[config.mk]
export PLATFORM = sky130hd
export DESIGN_NAME = sccb_init_seq
export DESIGN_NICKNAME = d
export VERILOG_FILES = /design/src/rtl/sccb_init_seq.sv
export SDC_FILE = /design/constraint.sdc
export NUM_CORES = 1
export LEC_CHECK = 0
export ABC_CLOCK_PERIOD_IN_PS = 1700
export CORE_MARGIN = 8
export CORE_UTILIZATION = 45
export DETAILED_ROUTE_END_ITERATION = 10
export GPL_ROUTABILITY_DRIVEN = 0
export PLACE_DENSITY_LB_ADDON = 0.08
export SLEW_MARGIN = 20
export SYNTH_ARGS = -nofsm -noshare
export SYNTH_HDL_FRONTEND = slang
export SYNTH_SLANG_ARGS = --single-unit
[constraint.sdc]
create_clock -name clk -period 1.7 [get_ports clk]
set_input_delay 0.17 -clock clk [delete_from_list [all_inputs] [get_ports clk]]
set_output_delay 0.17 -clock clk [all_outputs]
set_load 0.02 [all_outputs]
[src/rtl/sccb_init_seq.sv]
`default_nettype none
// ============================================================================
// sccb_init_seq : table-driven write / read-verify / delay sequencer for sccb_fsm
// Revision      : 1.0
// ============================================================================
module sccb_init_seq #(
  parameter int DATA_W  = 8,
  parameter int IDX_W   = 8,
  parameter int DLY_CYC = 1000
) (
  input  logic                clk,
  input  logic                rst,
  input  logic                start_i,
  output logic                busy_o,
  output logic                done_o,
  output logic                err_o,
  output logic [IDX_W-1:0]    err_idx_o,
  output logic [IDX_W-1:0]    tbl_addr_o,
  input  logic [2*DATA_W+1:0] tbl_data_i,
  input  logic                sccb_busy_i,
  output logic                ctrl_vld_o,
  input  logic                ctrl_rdy_i,
  output logic                trans_type_o,
  output logic [1:0]          phase_amt_o,
  output logic [DATA_W-1:0]   tx_sub_adr_o,
  output logic                tx_sub_adr_vld_o,
  input  logic                tx_sub_adr_rdy_i,
  output logic [DATA_W-1:0]   tx_data_o,
  output logic                tx_data_vld_o,
  input  logic                tx_data_rdy_i,
  input  logic [DATA_W-1:0]   rx_data_i,
  input  logic                rx_vld_i,
  output logic                rx_rdy_o
);

  localparam int                c_UNIT_W    = (DLY_CYC > 1) ? $clog2(DLY_CYC) : 1;
  localparam logic [c_UNIT_W-1:0] c_UNIT_LAST = c_UNIT_W'(DLY_CYC - 1);
  localparam logic [IDX_W-1:0]  c_IDX_LAST  = {IDX_W{1'b1}};
  localparam logic [1:0]        c_CMD_WRITE  = 2'd0;
  localparam logic [1:0]        c_CMD_DELAY  = 2'd1;
  localparam logic [1:0]        c_CMD_END    = 2'd2;
  localparam logic [1:0]        c_CMD_VERIFY = 2'd3;

  typedef enum logic [3:0] {
    S_IDLE      = 4'd0,
    S_FETCH     = 4'd1,
    S_DECODE    = 4'd2,
    S_ISSUE     = 4'd3,
    S_WAIT_XFER = 4'd4,
    S_WAIT_RX   = 4'd5,
    S_DELAY     = 4'd6,
    S_NEXT      = 4'd7,
    S_DONE      = 4'd8
  } state_t;

  state_t              r_state,      w_state;
  logic [IDX_W-1:0]    r_idx,        w_idx;
  logic                r_verify,     w_verify;
  logic                r_rd_phase,   w_rd_phase;
  logic                r_first,      w_first;
  logic                r_got_rx,     w_got_rx;
  logic                r_mis,        w_mis;
  logic                r_err,        w_err;
  logic [IDX_W-1:0]    r_err_idx,    w_err_idx;
  logic [DATA_W-1:0]   r_exp,        w_exp;
  logic                r_trans_type, w_trans_type;
  logic [1:0]          r_phase_amt,  w_phase_amt;
  logic [DATA_W-1:0]   r_tx_sub_adr, w_tx_sub_adr;
  logic [DATA_W-1:0]   r_tx_data,    w_tx_data;
  logic                r_sub_vld,    w_sub_vld;
  logic                r_data_vld,   w_data_vld;
  logic [c_UNIT_W-1:0] r_unit,       w_unit;
  logic [DATA_W-1:0]   r_cnt,        w_cnt;

  logic [1:0]          w_tbl_cmd;
  logic [DATA_W-1:0]   w_tbl_sub;
  logic [DATA_W-1:0]   w_tbl_data;

  assign w_tbl_cmd  = tbl_data_i[2*DATA_W +: 2];
  assign w_tbl_sub  = tbl_data_i[DATA_W +: DATA_W];
  assign w_tbl_data = tbl_data_i[0 +: DATA_W];

  always_comb begin
    w_state      = r_state;
    w_idx        = r_idx;
    w_verify     = r_verify;
    w_rd_phase   = r_rd_phase;
    w_first      = r_first;
    w_got_rx     = r_got_rx;
    w_mis        = r_mis;
    w_err        = r_err;
    w_err_idx    = r_err_idx;
    w_exp        = r_exp;
    w_trans_type = r_trans_type;
    w_phase_amt  = r_phase_amt;
    w_tx_sub_adr = r_tx_sub_adr;
    w_tx_data    = r_tx_data;
    w_sub_vld    = r_sub_vld;
    w_data_vld   = r_data_vld;
    w_unit       = r_unit;
    w_cnt        = r_cnt;

    // TX streams complete independently of the control handshake.
    if (r_sub_vld && tx_sub_adr_rdy_i) w_sub_vld = 1'b0;
    if (r_data_vld && tx_data_rdy_i)   w_data_vld = 1'b0;

    case (r_state)
      S_IDLE: begin
        if (start_i) begin
          w_err   = 1'b0;
          w_idx   = '0;
          w_state = S_FETCH;
        end
      end

      S_FETCH: w_state = S_DECODE;

      S_DECODE: begin
        case (w_tbl_cmd)
          c_CMD_WRITE: begin
            w_verify     = 1'b0;
            w_rd_phase   = 1'b0;
            w_trans_type = 1'b1;
            w_phase_amt  = 2'd3;
            w_tx_sub_adr = w_tbl_sub;
            w_tx_data    = w_tbl_data;
            w_sub_vld    = 1'b1;
            w_data_vld   = 1'b1;
            w_state      = S_ISSUE;
          end
          c_CMD_VERIFY: begin
            w_verify     = 1'b1;
            w_rd_phase   = 1'b0;
            w_exp        = w_tbl_data;
            w_trans_type = 1'b1;
            w_phase_amt  = 2'd2;
            w_tx_sub_adr = w_tbl_sub;
            w_sub_vld    = 1'b1;
            w_data_vld   = 1'b0;
            w_state      = S_ISSUE;
          end
          c_CMD_DELAY: begin
            w_unit  = '0;
            w_cnt   = w_tbl_data;
            w_state = S_DELAY;
          end
          default: w_state = S_DONE;
        endcase
      end

      S_ISSUE: begin
        if (ctrl_rdy_i) begin
          w_first = 1'b1;
          if (r_verify && r_rd_phase) begin
            w_got_rx = 1'b0;
            w_mis    = 1'b0;
            w_state  = S_WAIT_RX;
          end else begin
            w_state  = S_WAIT_XFER;
          end
        end
      end

      S_WAIT_XFER: begin
        // sccb_fsm busy lags the handshake by one cycle, so skip that cycle.
        if (r_first) begin
          w_first = 1'b0;
        end else if (!sccb_busy_i) begin
          if (r_verify) begin
            w_rd_phase   = 1'b1;
            w_trans_type = 1'b0;
            w_phase_amt  = 2'd2;
            w_state      = S_ISSUE;
          end else begin
            w_state = S_NEXT;
          end
        end
      end

      S_WAIT_RX: begin
        if (!r_got_rx) begin
          if (rx_vld_i) begin
            w_got_rx = 1'b1;
            w_mis    = (rx_data_i != r_exp);
          end
        end else if (!sccb_busy_i) begin
          if (r_mis) begin
            w_err     = 1'b1;
            w_err_idx = r_idx;
            w_state   = S_DONE;
          end else begin
            w_state = S_NEXT;
          end
        end
      end

      S_DELAY: begin
        if (r_cnt == '0) begin
          w_state = S_NEXT;
        end else if (r_unit == c_UNIT_LAST) begin
          w_unit = '0;
          w_cnt  = r_cnt - DATA_W'(1);
          if (r_cnt == DATA_W'(1)) w_state = S_NEXT;
        end else begin
          w_unit = r_unit + c_UNIT_W'(1);
        end
      end

      S_NEXT: begin
        if (r_idx == c_IDX_LAST) begin
          w_state = S_DONE;
        end else begin
          w_idx   = r_idx + IDX_W'(1);
          w_state = S_FETCH;
        end
      end

      S_DONE: w_state = S_IDLE;

      default: w_state = S_IDLE;
    endcase
  end

  always_ff @(posedge clk) begin
    if (rst) begin
      r_state      <= S_IDLE;
      r_idx        <= '0;
      r_verify     <= 1'b0;
      r_rd_phase   <= 1'b0;
      r_first      <= 1'b0;
      r_got_rx     <= 1'b0;
      r_mis        <= 1'b0;
      r_err        <= 1'b0;
      r_err_idx    <= '0;
      r_exp        <= '0;
      r_trans_type <= 1'b1;
      r_phase_amt  <= 2'd3;
      r_tx_sub_adr <= '0;
      r_tx_data    <= '0;
      r_sub_vld    <= 1'b0;
      r_data_vld   <= 1'b0;
      r_unit       <= '0;
      r_cnt        <= '0;
    end else begin
      r_state      <= w_state;
      r_idx        <= w_idx;
      r_verify     <= w_verify;
      r_rd_phase   <= w_rd_phase;
      r_first      <= w_first;
      r_got_rx     <= w_got_rx;
      r_mis        <= w_mis;
      r_err        <= w_err;
      r_err_idx    <= w_err_idx;
      r_exp        <= w_exp;
      r_trans_type <= w_trans_type;
      r_phase_amt  <= w_phase_amt;
      r_tx_sub_adr <= w_tx_sub_adr;
      r_tx_data    <= w_tx_data;
      r_sub_vld    <= w_sub_vld;
      r_data_vld   <= w_data_vld;
      r_unit       <= w_unit;
      r_cnt        <= w_cnt;
    end
  end

  assign busy_o           = (r_state != S_IDLE) && (r_state != S_DONE);
  assign done_o           = (r_state == S_DONE);
  assign err_o            = r_err;
  assign err_idx_o        = r_err_idx;
  assign tbl_addr_o       = r_idx;
  assign ctrl_vld_o       = (r_state == S_ISSUE);
  assign trans_type_o     = r_trans_type;
  assign phase_amt_o      = r_phase_amt;
  assign tx_sub_adr_o     = r_tx_sub_adr;
  assign tx_sub_adr_vld_o = r_sub_vld;
  assign tx_data_o        = r_tx_data;
  assign tx_data_vld_o    = r_data_vld;
  assign rx_rdy_o         = (r_state == S_WAIT_RX) && !r_got_rx;

endmodule
`default_nettype wire

run_1/drive_strength.png
Scale bar: 20 µm.
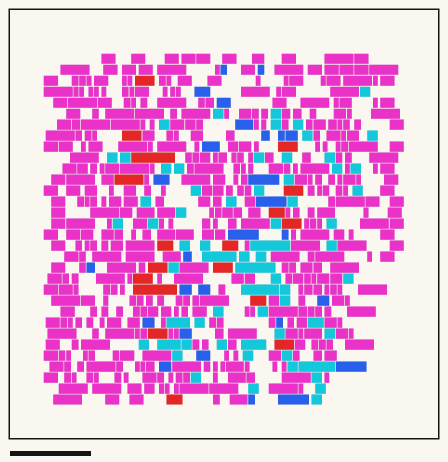
legend:
  cyan:
    size: drive 3 to 4
    cells: 65
    most_used: buf_4
  magenta:
    size: drive 1 or less
    cells: 465
    most_used: clkdlybuf4s50_1
  blue:
    size: drive 2
    cells: 27
    most_used: dfxtp_2
  red:
    size: drive 6 and up
    cells: 18
    most_used: clkbuf_8
area growth from synthesis to layout: 42.1%
Non-Clock Buffer Count: 135

run_1/final_clocks.png
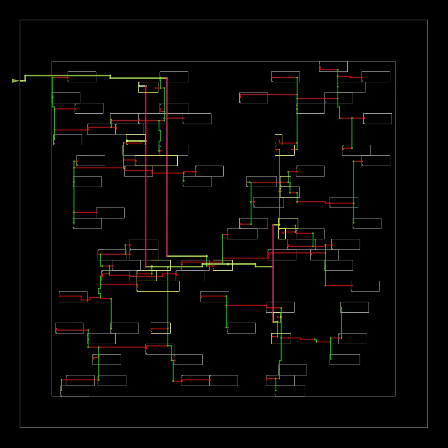
clk pwr: 1510 µW
clk_buf instances: 10
Num CTS Buffers: 9
Layout Skew: 0.00747 ns
Sink Count: 72

run_1/clock_map.png
Scale bar: 20 µm.
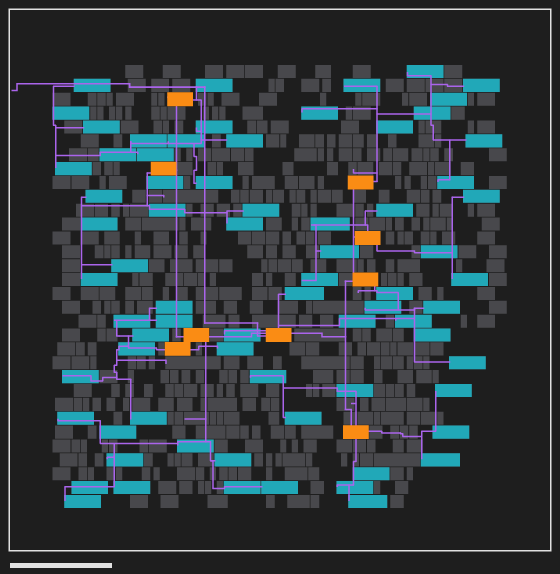
legend:
  orange:
    item: cells driving clock nets
    count: 9
  cyan:
    item: flip-flops
    count: 72
  purple:
    item: clock wires
    length: 946 µm
routed clock nets: 10
Clk pwr share: 29.7%
clk latency late pin: 0.34 ns

run_1/gate_families.png
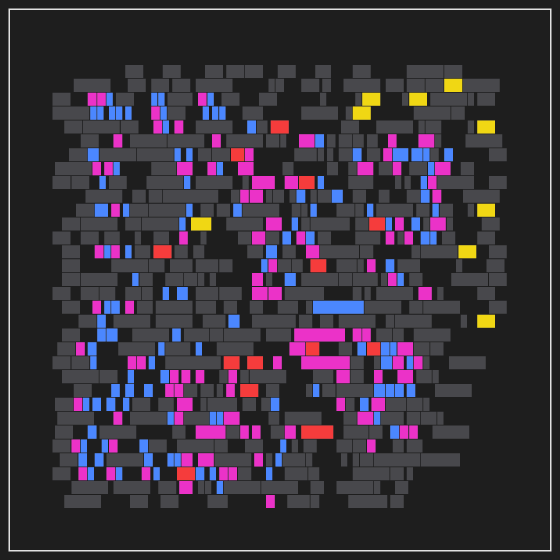
legend:
  blue:
    family: NAND gates
    cells: 116
  yellow:
    family: multiplexers
    cells: 9
    where: north-east
  red:
    family: AND-OR and OR-AND gates
    cells: 13
  magenta:
    family: inverting AOI/OAI gates
    cells: 97
Non-Filler Instances: 677
most used logic cell in the final layout: clkdlybuf4s50_1
combinational share of cell area: 40.8%

==> reports/metrics.yaml, run 1 <==
status:
  status: "complete, no violations"
power_and_ir_drop:
  netSwitchingFraction_pct: 32.0
  leakagePower_uw: 0.00200
  p_sw_uw: 1620
  ir_drop_mv: 0.573
  power_frac_seq_pct: 37.0
  p_int_uw: 3440
  comb_power_share_pct: 33.3
  power_density_nw_per_um2: 980
drt:
  dr.pass1.iters: 4
  wl_met2_um: 5040
  num_vias: 3656
  drt-met1-wl_um: 4370
  wl_met3_um: 599
  route.detailed.drc: 0
  top_layer_used: "met4"
  routed_via_density: 5.40
  wl_um: 10100
  wire_per_inst_um: 15.0
  drtIter0Drc: 181
  postRouteAntennaNets: 0
setup_path:
  r2r_cells: 6
  rr_endpoint: "r_cnt[0]"
  arrival_ns: 1.93
  end_kind: "flop"
  cp_max_fo: 7
  worst_path_largest_cell_delay_ns: 0.34
  crit_path_cell_trace: "buf_6, nor4b_4, nand2_2, o2bb2ai_4, or3_1, a31oi_1"
  crit_type: "flop to flop"
  r2r_slack_ns: 0.04
  slowest_stage: "dfxtp_2"
  critPathBufInv: 1
  cp_data_required_time_ns: 1.97
  critical-path-top-delay-family: "simple AND/OR/NAND/NOR gates"
  worstSetupStartpointType: "flop"
  r2r-start: "r_state[0]"
synth:
  syn_nets: 494
  ys_area_um2: 3640
  avgSynthCellArea_um2: 8.08
  synth-edff-count: 0
  synth_area_um2: 3640
  numSynthFlops: 72
  ys_cells: 450
  ff_type: "dfxtp_1"
  seq_area_frac_synth_pct: 39.6
  ys_warn_count: 0
  ys_types: 66
  syn_inst: 450
  async_reset_ff_share_pct: 0
placement:
  dpl_cell_area_um2: 4830
  dp_cells: 660
  portBuffers: 74
  dp_hpwl_um: 7450
clocking:
  clkTransAtPathRegs_ns: 0.08
  cts-hold-fix-buffers: 0
  h-tree-depth: 3
  clockBufferDepth: 2
  cts_root_buf: "clkbuf_8"
  cts_tree: "yes"
die:
  dieWidth_um: 106
  io_pins: 76
  core_um2: 7770
  tap_cells: 102
  dieHeight_um: 106
  initial_utilization_pct: 46.8
  row_count: 32
  dieArea_um2: 11200
min_path:
  hp-class: "input pin to flop"
  hold_path_end: "trans_type_o"
  min_from: "rst"
  hold_depth: 3
grt:
  antenna_found_initial: 0
  gr-total-overflow: 0
  grt_start_max_net_pins: 46
  grt_pass1_wl_um: 16800
  grt_pass1_vias: 3670
  grt_usage_pct: 17.8
finish:
  regArea_um2: 1450
  layout_top_cells: "clkdlybuf4s50_1, dfxtp_1, nand2_1"
  logic_area_um2: 2110
  diodes: 0
  n_all_inverters: 13
  design.seq.count: 72
  drive_gt1_share_pct: 19.1
  buf_share_pct: 23.5
  fill_cells: 680
  seq-cell-share_pct: 28.0
  largestClassByArea: "logic gates"
  fin_nets: 614
  clock_area_share_pct: 4.26
  fin_util_pct: 66.5
  fin_area_um2: 5170
  logic_gate_count: 339
final_timing:
  finalSetupViolations: 0
  rsz0062_at_grt: "true"
  timing.fmax_mhz: 602
  period_used_pct: 97.8
  drv_slew: 0
  finalHoldViolations: 0
  period_minus_slack_ns: 1.66
run:
  warnings: 34
  cap_viol_max_count: 0
==> run 1: power by group through the flow <==
stage               combinational, µW  sequential, µW  clock [µW]
finish                           1690            1870        1510
detailed placement               1620            1890           0
global placement                 1610            1890           0
floorplan                         922            1930           0
CTS                              1620            1860        1540
global route                     1830            1890        1600
==> run 1: cell usage after synthesis (2+ instances only) <==
library cell / instances / share of area, %
and3_1: 4 / 0.69
buf_6: 3 / 0.93
nor2_1: 39 / 4.0
nand2_1: 67 / 6.9
xnor2_1: 8 / 1.9
ha_1: 10 / 3.4
or3_1: 2 / 0.34
o31ai_1: 4 / 0.83
nor2b_1: 4 / 0.69
and2_1: 2 / 0.34
buf_4: 2 / 0.41
inv_1: 12 / 1.2
nand4_1: 4 / 0.69
o21ai_0: 15 / 2.1
a32o_1: 2 / 0.55
buf_2: 7 / 0.96
a211oi_1: 3 / 0.62
nand3_1: 37 / 5.1
a211o_1: 2 / 0.48
and4_1: 2 / 0.48
o21a_1: 2 / 0.41
a31o_2: 2 / 0.48
a21oi_1: 54 / 7.4
a31oi_1: 3 / 0.52
mux2i_1: 8 / 2.2
dfxtp_1: 72 / 40
nor3b_1: 4 / 0.83
nor3_1: 12 / 1.7
xor2_1: 7 / 1.7
a311oi_1: 5 / 1.2
clkbuf_1: 14 / 1.4
nand2b_1: 4 / 0.69
==> run 1: worst max-delay path by stage <==
stage                    from             to  slack (ns)  cells past startpoint
2_1_floorplan   tbl_addr_o[0]  tbl_addr_o[6]      0.0007                      6
3_3_place_gp        r_unit[9]       r_cnt[0]       -0.05                      5
3_5_place_dp   tbl_data_i[17]      r_unit[3]       -0.08                      7
4_1_cts            r_state[2]       r_cnt[6]       -0.03                      6
5_1_grt            r_state[0]       r_cnt[0]       -0.05                      6
6_report           r_state[0]       r_cnt[0]        0.04                      6
==> run 1: cell families (layout without fill, tap and decap cells) <==
kind of cell | Yosys count | after routing | synth area share (%)
AND-OR/OR-AND | 110 | 110 | 19.6
flip-flops | 72 | 72 | 39.6
buffers and inverters | 39 | 164 | 5.09
AND/OR/NAND/NOR | 194 | 194 | 26.0
adder cells (fa/ha/maj) | 10 | 10 | 3.44
XOR/XNOR | 15 | 15 | 3.61
other | 1 | 1 | 0.103
multiplexers | 9 | 9 | 2.51
==> run 1: stage by stage <==
step	total power (µW)	setup TNS, ns	worst slack, ns	hold WS (ns)
6_report	5070	0	0.0381	0.263
5_1_grt	5320	-0.128	-0.0485	0.265
4_1_cts	5020	-0.0365	-0.0280	0.232
3_5_place_dp	3510	-1.18	-0.0774	0.449
3_3_place_gp	3500	-0.404	-0.0497	0.442
2_1_floorplan	2850	0	0.000720	0.306
==> run 1: repair_timing <==
item,CTS,global route
buffers inserted,0,1
gates resized,16,27
setup endpoints to repair,19,39
pin swaps,1,9
==> run 1: flip-flops by register name (all words and copies together), names as in the netlist, 4 cells and up <==
name and cells:
tx_data_o 8, r_state 4, tbl_addr_o 8, tx_sub_adr_o 8, r_cnt 8, err_idx_o 8, r_unit 10, r_exp 8
==> run 1: metal layers <==
metal	vias up	GRT usage (%)
li1	1832	-
met1	1722	20.1
met4	0	6.33
met3	8	4.41
met2	94	31.7
met5	-	0
==> run 2: changes to the inputs <==
- PLACE_DENSITY: default -> 0.86
- PLACE_DENSITY_LB_ADDON: 0.08 -> default
==> run 2 against run 1 <==
Net effect: final cell count is 0.44% lower; total power is 0.25% lower; hold slack lost 0.10 ns; synthesized area is the same; synthesized cell count is the same; worst setup slack better by 0.0082 ns; clock power barely moved; die area is the same; first-iteration DRC count grew 37%; routed wire length rose by 6.1%; count of clock-buffer cells in the layout stayed put; register-to-register slack hardly changed.
==> reports/metrics.yaml, run 2 <==
status:
  status: "complete, no violations"  # unchanged
final_timing:
  drv_slew: 0  # unchanged
  period_minus_slack_ns: 1.65  # was 1.66 ns
  finalSetupViolations: 0  # unchanged
  finalHoldViolations: 0  # unchanged
  rsz0062_at_grt: "true"  # unchanged
  timing.fmax_mhz: 605  # was 602 MHz
  holdWs_ns: 0.161  # was 0.263 ns
  period_used_pct: 97.3  # was 97.8%
setup_path:
  cp_max_fo: 8  # was 7
  r2r_cells: 6  # unchanged
  slowest_stage: "dfxtp_2"  # unchanged
  cp_data_required_time_ns: 1.98  # was 1.97 ns
  worstSetupStartpointType: "flop"  # unchanged
  crit_path_cell_trace: "buf_6, nor4b_4, nand2_2, o2bb2ai_4, or3_1, a31oi_1"  # unchanged
  crit_type: "flop to flop"  # unchanged
  end_kind: "flop"  # unchanged
  critPathLaunch: "r_state[3]"  # was r_state[0]
  worst_path_largest_cell_delay_ns: 0.33  # was 0.34 ns
  r2r_slack_ns: 0.05  # was 0.04 ns
  arrival_ns: 1.94  # was 1.93 ns
  r2r-start: "r_state[3]"  # was r_state[0]
  endpoint: "r_cnt[0]"  # unchanged
drt:
  routed_via_density: 5.60  # was 5.40
  route.detailed.drc: 0  # unchanged
  wl_um: 10700  # was 10100 µm
  postRouteAntennaNets: 0  # unchanged
  num_vias: 3773  # was 3656
  wire_per_inst_um: 15.9  # was 15.0 µm
  drtIter0Drc: 248  # was 181
  dr.pass1.iters: 5  # was 4
die:
  initial_utilization_pct: 46.8  # unchanged
  io_pins: 76  # unchanged
  dieArea_um2: 11200  # unchanged
  row_count: 32  # unchanged
  core_um2: 7770  # unchanged
  dieWidth_um: 106  # unchanged
  dieHeight_um: 106  # unchanged
finish:
  areaGrowthSynthToFinish_pct: 42.6  # was 42.1%
  fill_cells: 597  # was 680
  logic_area_um2: 2150  # was 2110 µm²
  drive_gt1_share_pct: 19.9  # was 19.1%
  mostFrequentLayoutCell: "clkdlybuf4s50_1"  # unchanged
  regMostFlops: "r_unit"  # unchanged
  diodes: 0  # unchanged
  largest_reg_flops: 10  # unchanged
  final_cells: 674  # was 677
synth:
  area_leaders: "dfxtp_1, a21oi_1, nand2_1, nand3_1, nor2_1"  # unchanged
  ff_type: "dfxtp_1"  # unchanged
  syn_nets: 494  # unchanged
  ys_types: 66  # unchanged
  numSynthFlops: 72  # unchanged
  ys_warn_count: 0  # unchanged
  largest_area_cell: "dfxtp_1"  # unchanged
  top_cells_by_count: "dfxtp_1, nand2_1, a21oi_1"  # unchanged
  synth-edff-count: 0  # unchanged
  yosysMostFrequentCell: "dfxtp_1"  # unchanged
  synth_area_um2: 3640  # unchanged
  async_reset_ff_share_pct: 0  # unchanged
  seq_area_frac_synth_pct: 39.6  # unchanged
  ys_cells: 450  # unchanged
  yosys.area.top_type_share_pct: 39.6  # unchanged
  ys_area_um2: 3640  # unchanged
  avgSynthCellArea_um2: 8.08  # unchanged
grt:
  grt_start_max_net_pins: 18  # was 46
  grt_pass1_vias: 3779  # was 3670
  grt_pass1_wl_um: 17500  # was 16800 µm
  grt_usage_pct: 18.5  # was 17.8%
  gr-total-overflow: 0  # unchanged
  antenna_found_initial: 0  # unchanged
min_path:
  hp-class: "input pin to flop"  # unchanged
clocking:
  h-tree-depth: 3  # unchanged
  clkSinkCount: 72  # unchanged
  clockBufferDepth: 2  # unchanged
  clkTransAtPathRegs_ns: 0.08  # about the same
  cts-hold-fix-buffers: 0  # unchanged
  cts_tree: "yes"  # unchanged
  cts_root_buf: "clkbuf_8"  # unchanged
run:
  cap_viol_max_count: 0  # unchanged
  warnings: 34  # unchanged
power_and_ir_drop:
  ir_drop_mv: 0.597  # was 0.573 mV
  leakagePower_uw: 0.00199  # was 0.00200 µW
  p_total_uw: 5050  # was 5070 µW
  power_density_nw_per_um2: 975  # was 980 nW/µm²
placement:
  portBuffers: 74  # unchanged
  dp_cells: 656  # was 660
  pre_cts_slack_ns: -0.107  # was -0.0774 ns
[run 2: logic make-up (layout without fill, tap and decap cells)]
group                    after synthesis  after routing  share of synthesized area, %
AND/OR/NAND/NOR                      194            194                          26.0
AND-OR/OR-AND                        110            110                          19.6
flip-flops                            72             72                          39.6
buffers and inverters                 39            161                          5.09
XOR/XNOR                              15             15                          3.61
adder cells (fa/ha/maj)               10             10                          3.44
multiplexers                           9              9                          2.51
other                                  1              1                         0.103
[run 2: layout make-up]
type	instances	share of cell area [%]
Multi-Input combinational cell	339	41.4
Tap cell	102	2.46
Sequential cell	72	27.9
Clock buffer	10	2.46
Clock inverter	5	1.57
Inverter	13	0.941
Timing Repair Buffer	133	23.2
[run 2: per-stage QoR]
stage / utilization [%] / cell area (µm²) / TNS, ns
after global routing: 66.8 / 5180 / -0.139
after floorplan: - / 3640 / 0
after global placement: 61.8 / 4800 / -0.402
after CTS: 64.8 / 5030 / -0.0514
after detailed placement: 61.8 / 4800 / -1.00
final: 66.8 / 5180 / 0
[run 2: power breakdown]
part / switching (µW) / internal (µW)
clock: 664 / 822
combinational: 926 / 774
sequential: 79.5 / 1790
[run 2: routing by layer]
metal / vias to the layer above / wire [µm] / global-route usage [%]
met5: - / 0 / 0
met1: 1818 / 4420 / 20.5
met2: 111 / 5580 / 32.6
met3: 16 / 573 / 5.25
met4: 0 / 173 / 7.64
li1: 1828 / - / -
[run 2: worst max-delay path: cells and delay by family, from the launching register on]
family,cells,cell delay (ns)
DFF,1,0.33
and+or+nand+nor,3,0.80
AOI/OAI and AO/OA,2,0.32
buffers and inverters,1,0.13
[run 2: what timing repair did]
item                                    CTS  global route
resized                                  14            43
cloned                                    0             0
pin swaps                                 1            10
buffers inserted                          1             2
endpoints found under the setup margin   27            45
[run 2: how the worst min path moves through the flow]
| stage | from | to |
|---|---|---|
| global route | rst | err_idx_o[7] |
| CTS | rst | err_idx_o[2] |
| global placement | tx_sub_adr_o[7] | tx_sub_adr_o[7] |
| finish | rst | err_idx_o[2] |
| detailed placement | tx_sub_adr_o[5] | tx_sub_adr_o[5] |
| floorplan | tbl_data_i[15] | tx_sub_adr_o[7] |
run_2/final_clocks.png
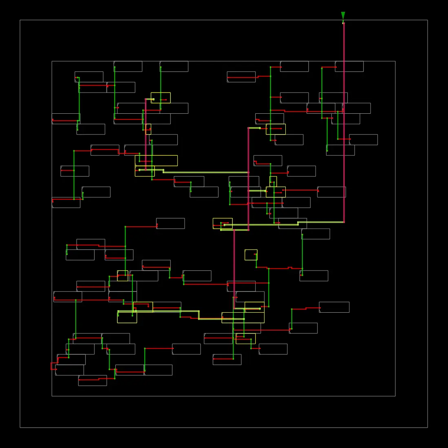
Layout Skew: 0.0105 ns
clk pwr: 1490 µW
Seq Cell Count: 72
clk latency late pin: 0.35 ns

run_2/registers.png
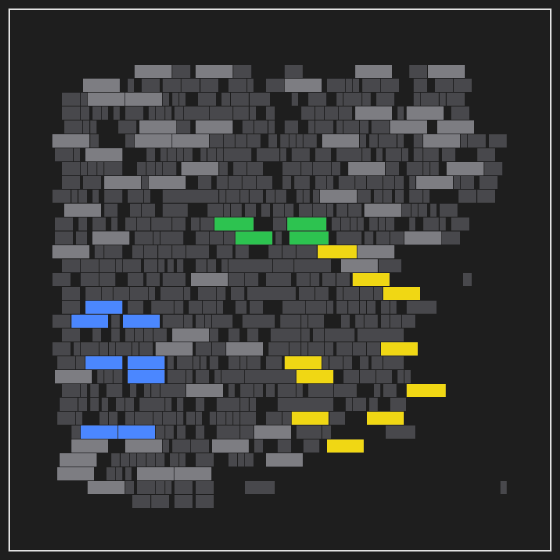
legend:
  blue:
    signal: `r_exp`
    sequential_cells: 8
  green:
    signal: `r_state`
    sequential_cells: 4
    where: centre
  yellow:
    signal: `r_unit`
    sequential_cells: 10
sequential cell area: 1450 µm²
sequential share of cell area: 27.9%

run_2/drive_strength.png
Scale bar: 20 µm.
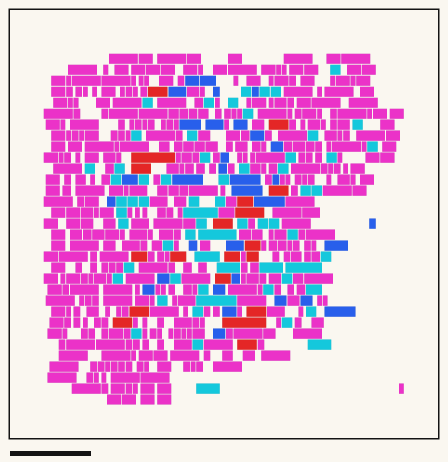
PnR worst setup slack: 0.0464 ns
final instance area: 5180 µm²

==> run 3: changes to the inputs <==
- CELL_PAD_IN_SITES_DETAIL_PLACEMENT: default -> 1
- CELL_PAD_IN_SITES_GLOBAL_PLACEMENT: default -> 1
- CORE_UTILIZATION: 45 -> 34
- PLACE_DENSITY: 0.86 -> 0.87
==> run 3 against run 2 <==
Net effect: the flow now finishes with violations (negative setup slack); fmax is 16% lower; routed wire length is 55% higher; clock power is about 10% higher; final cell count is 8.6% higher; critical path type unchanged.
==> reports/metrics.yaml, run 3 <==
drt:
  drtIter0Drc: 307  # was 248
  postRouteAntennaNets: 0  # unchanged
  wl_um: 16700  # was 10700 µm
  wire_per_inst_um: 22.8  # was 15.9 µm
  route.detailed.drc: 0  # unchanged
  routed_via_density: 5.72  # was 5.60
  dr.pass1.iters: 5  # unchanged
  num_vias: 4189  # was 3773
synth:
  ff_type: "dfxtp_1"  # unchanged
  top_cells_by_count: "dfxtp_1, nand2_1, a21oi_1"  # unchanged
  synth-edff-count: 0  # unchanged
  largest_area_cell: "dfxtp_1"  # unchanged
  yosysMostFrequentCell: "dfxtp_1"  # unchanged
  synth_area_um2: 3640  # unchanged
  numSynthFlops: 72  # unchanged
  area_leaders: "dfxtp_1, a21oi_1, nand2_1, nand3_1, nor2_1"  # unchanged
  async_reset_ff_share_pct: 0  # unchanged
  avgSynthCellArea_um2: 8.08  # unchanged
  ys_warn_count: 0  # unchanged
  ys_cells: 450  # unchanged
  syn_inst: 450  # unchanged
  yosys.area.top_type_share_pct: 39.6  # unchanged
  ys_types: 66  # unchanged
  seq_area_frac_synth_pct: 39.6  # unchanged
  ys_area_um2: 3640  # unchanged
  syn_nets: 494  # unchanged
clocking:
  numCtsBuffers: 9  # unchanged
  cts-hold-fix-buffers: 0  # unchanged
  h-tree-depth: 3  # unchanged
  clkTransAtPathRegs_ns: 0.10  # was 0.08 ns
  cts_root_buf: "clkbuf_8"  # unchanged
  clockBufferDepth: 2  # unchanged
  cts_tree: "yes"  # unchanged
  clkSinkCount: 72  # unchanged
setup_path:
  worstSetupStartpointType: "flop"  # unchanged
  r2r_cells: 7  # was 6
  arrival_ns: 2.23  # was 1.94 ns
  end_kind: "flop"  # unchanged
  rr_endpoint: "r_cnt[0]"  # unchanged
  r2r-start: "r_state[3]"  # unchanged
  crit_type: "flop to flop"  # unchanged
  r2r_slack_ns: -0.26  # was 0.05 ns
  cp_max_fo: 8  # unchanged
  cp_data_required_time_ns: 1.98  # about the same
min_path:
  min_from: "rst"  # unchanged
  hold_path_end: "err_idx_o[7]"  # was err_idx_o[2]
  hp-class: "input pin to flop"  # unchanged
  hold_depth: 3  # was 2
die:
  io_pins: 76  # unchanged
  row_count: 37  # was 32
  core_um2: 10400  # was 7770 µm²
  initial_utilization_pct: 35.1  # was 46.8%
  dieArea_um2: 14300  # was 11200 µm²
  dieHeight_um: 119  # was 106 µm
  dieWidth_um: 119  # was 106 µm
placement:
  portBuffers: 74  # unchanged
  dp_hpwl_um: 9350  # was 7670 µm
run:
  warnings: 34  # unchanged
  cap_viol_max_count: 0  # unchanged
power_and_ir_drop:
  p_total_uw: 5810  # was 5050 µW
  ir_drop_mv: 0.464  # was 0.597 mV
  leakagePower_uw: 0.00223  # was 0.00199 µW
  power_density_nw_per_um2: 1030  # was 975 nW/µm²
finish:
  areaGrowthSynthToFinish_pct: 54.4  # was 42.6%
  layout_top_cells: "dfxtp_1, clkdlybuf4s50_1, buf_4"  # was clkdlybuf4s50_1, dfxtp_1, nand2_1
  regMostFlops: "r_unit"  # unchanged
  mostFrequentLayoutCell: "dfxtp_1"  # was clkdlybuf4s50_1
  fin_nets: 635  # was 612
  drive_gt1_share_pct: 27.3  # was 19.9%
  diodes: 0  # unchanged
  largest_reg_flops: 10  # unchanged
final_timing:
  rsz0062_at_grt: "true"  # unchanged
  period_used_pct: 115  # was 97.3%
  timing.final.ws_setup_ns: -0.257  # was 0.0464 ns
  drv_slew: 0  # unchanged
  period_minus_slack_ns: 1.96  # was 1.65 ns
  finalSetupViolations: 41  # was 0
  timing.fmax_mhz: 511  # was 605 MHz
  finalSetupTns_ns: -2.80  # was 0 ns
  holdWs_ns: 0.268  # was 0.161 ns
  finalHoldViolations: 0  # unchanged
grt:
  gr-total-overflow: 0  # unchanged
  grt_start_max_net_pins: 62  # was 18
  grt_usage_pct: 20.3  # was 18.5%
  grt_pass1_vias: 4559  # was 3779
  grt_pass1_wl_um: 23600  # was 17500 µm
  antenna_found_initial: 0  # unchanged
status:
  status: "finished with violations"  # was complete, no violations
  violations: "negative setup slack"
run 3: cells by family after synthesis:
group,synth area share [%]
AOI/OAI and AO/OA,19.6
xor gates and xnor gates,3.61
adders and majority gates,3.44
buffers and inverters,5.09
DFF,39.6
muxes,2.51
other,0.103
and+or+nand+nor,26.0
run 3: where the power goes:
group / switching (µW) / internal [µW]
logic: 1240 / 991
clock network: 821 / 849
registers: 116 / 1800
total: 2180 / 3640
run 3: stage by stage:
stage,std cells,utilization [%],worst slack (ns),cell area (µm²)
after floorplan,450,-,0.000720,3640
after global placement,698,47.2,-0.0892,4900
after detailed placement,698,47.2,-0.158,4900
after CTS,725,51.2,-0.0864,5310
after global routing,732,54.2,-0.288,5620
final,732,54.2,-0.257,5620
run 3: worst max-delay path by stage:
| stage | from | slack (ns) | endpoint | cells after the start |
|---|---|---|---|---|
| floorplan | tbl_addr_o[0] | 0.0007 | tbl_addr_o[6] | 6 |
| global placement | tbl_data_i[17] | -0.09 | r_cnt[0] | 7 |
| detailed placement | r_state[2] | -0.16 | phase_amt_o[0] | 6 |
| CTS | r_state[3] | -0.09 | r_cnt[0] | 6 |
| global route | r_state[3] | -0.29 | r_cnt[0] | 7 |
| finish | r_state[3] | -0.26 | r_cnt[0] | 7 |
run 3: critical path: stages (launching register included):
cell and delay (ns):
dfxtp_2 0.36, buf_6 0.13, nor4b_4 0.40, nand2_4 0.17
a2bb2oi_4 0.31, buf_6 0.16, nand3_2 0.09, a31oi_1 0.23
run 3: per-layer routing:
metal / up-vias / GRT usage (%) / wire length (µm)
met2: 190 / 35.8 / 8690
met3: 70 / 6.71 / 1020
li1: 1872 / - / -
met1: 2057 / 20.6 / 6050
met4: 0 / 12.0 / 924
met5: - / 0 / 0
run 3: timing repair:
| item | CTS | global route |
|---|---|---|
| pin swaps | 11 | 25 |
| gates cloned | 1 | 0 |
| setup buffers | 10 | 11 |
| setup endpoints to repair | 39 | 71 |
| gates resized | 40 | 69 |
run 3: layout make-up:
cell class | instances | area [µm²]
multi-input combinational | 339 | 2270
sequential | 72 | 1450
inverter | 13 | 48.8
timing repair buffer | 156 | 1450
tap | 136 | 170
clock inverter | 7 | 103
clock buffer | 9 | 124
fill | 1226 | 4750
run_3/final_clocks.png
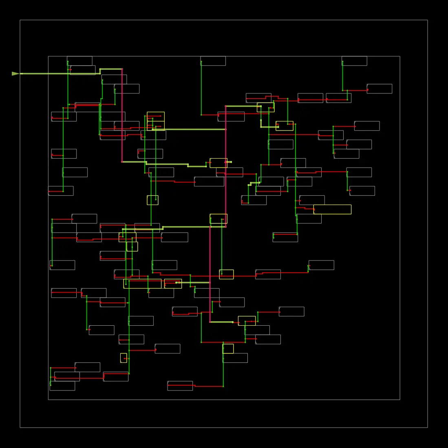
Layout Skew: 0.0154 ns
clk_buf instances: 9
clk latency late pin: 0.37 ns

run_3/registers.png
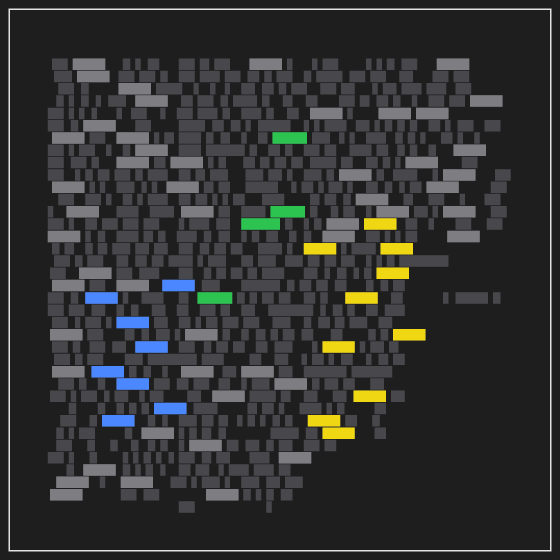
legend:
  blue:
    signal: `r_exp`
    sequential_cells: 8
  green:
    signal: `r_state`
    sequential_cells: 4
    where: centre
  yellow:
    signal: `r_unit`
    sequential_cells: 10
not coloured: 50
fin util: 54.2%
seq pwr: 1910 µW
sequential cell area: 1450 µm²
sequential share of cell area: 25.8%

run_3/drive_strength.png
Scale bar: 20 µm.
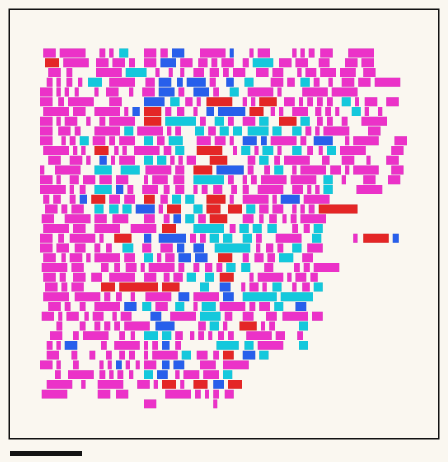
legend:
  cyan:
    size: drive 3 to 4
    cells: 86
    most_used: buf_4
  magenta:
    size: drive 1 or less
    cells: 433
    most_used: dfxtp_1
  red:
    size: drive 6 and up
    cells: 32
    most_used: buf_6
  blue:
    size: drive 2
    cells: 45
    most_used: nand2_2
Non-Clock Buffer Count: 156
final instance area: 5620 µm²

Power and IR drop assume default switching activity.
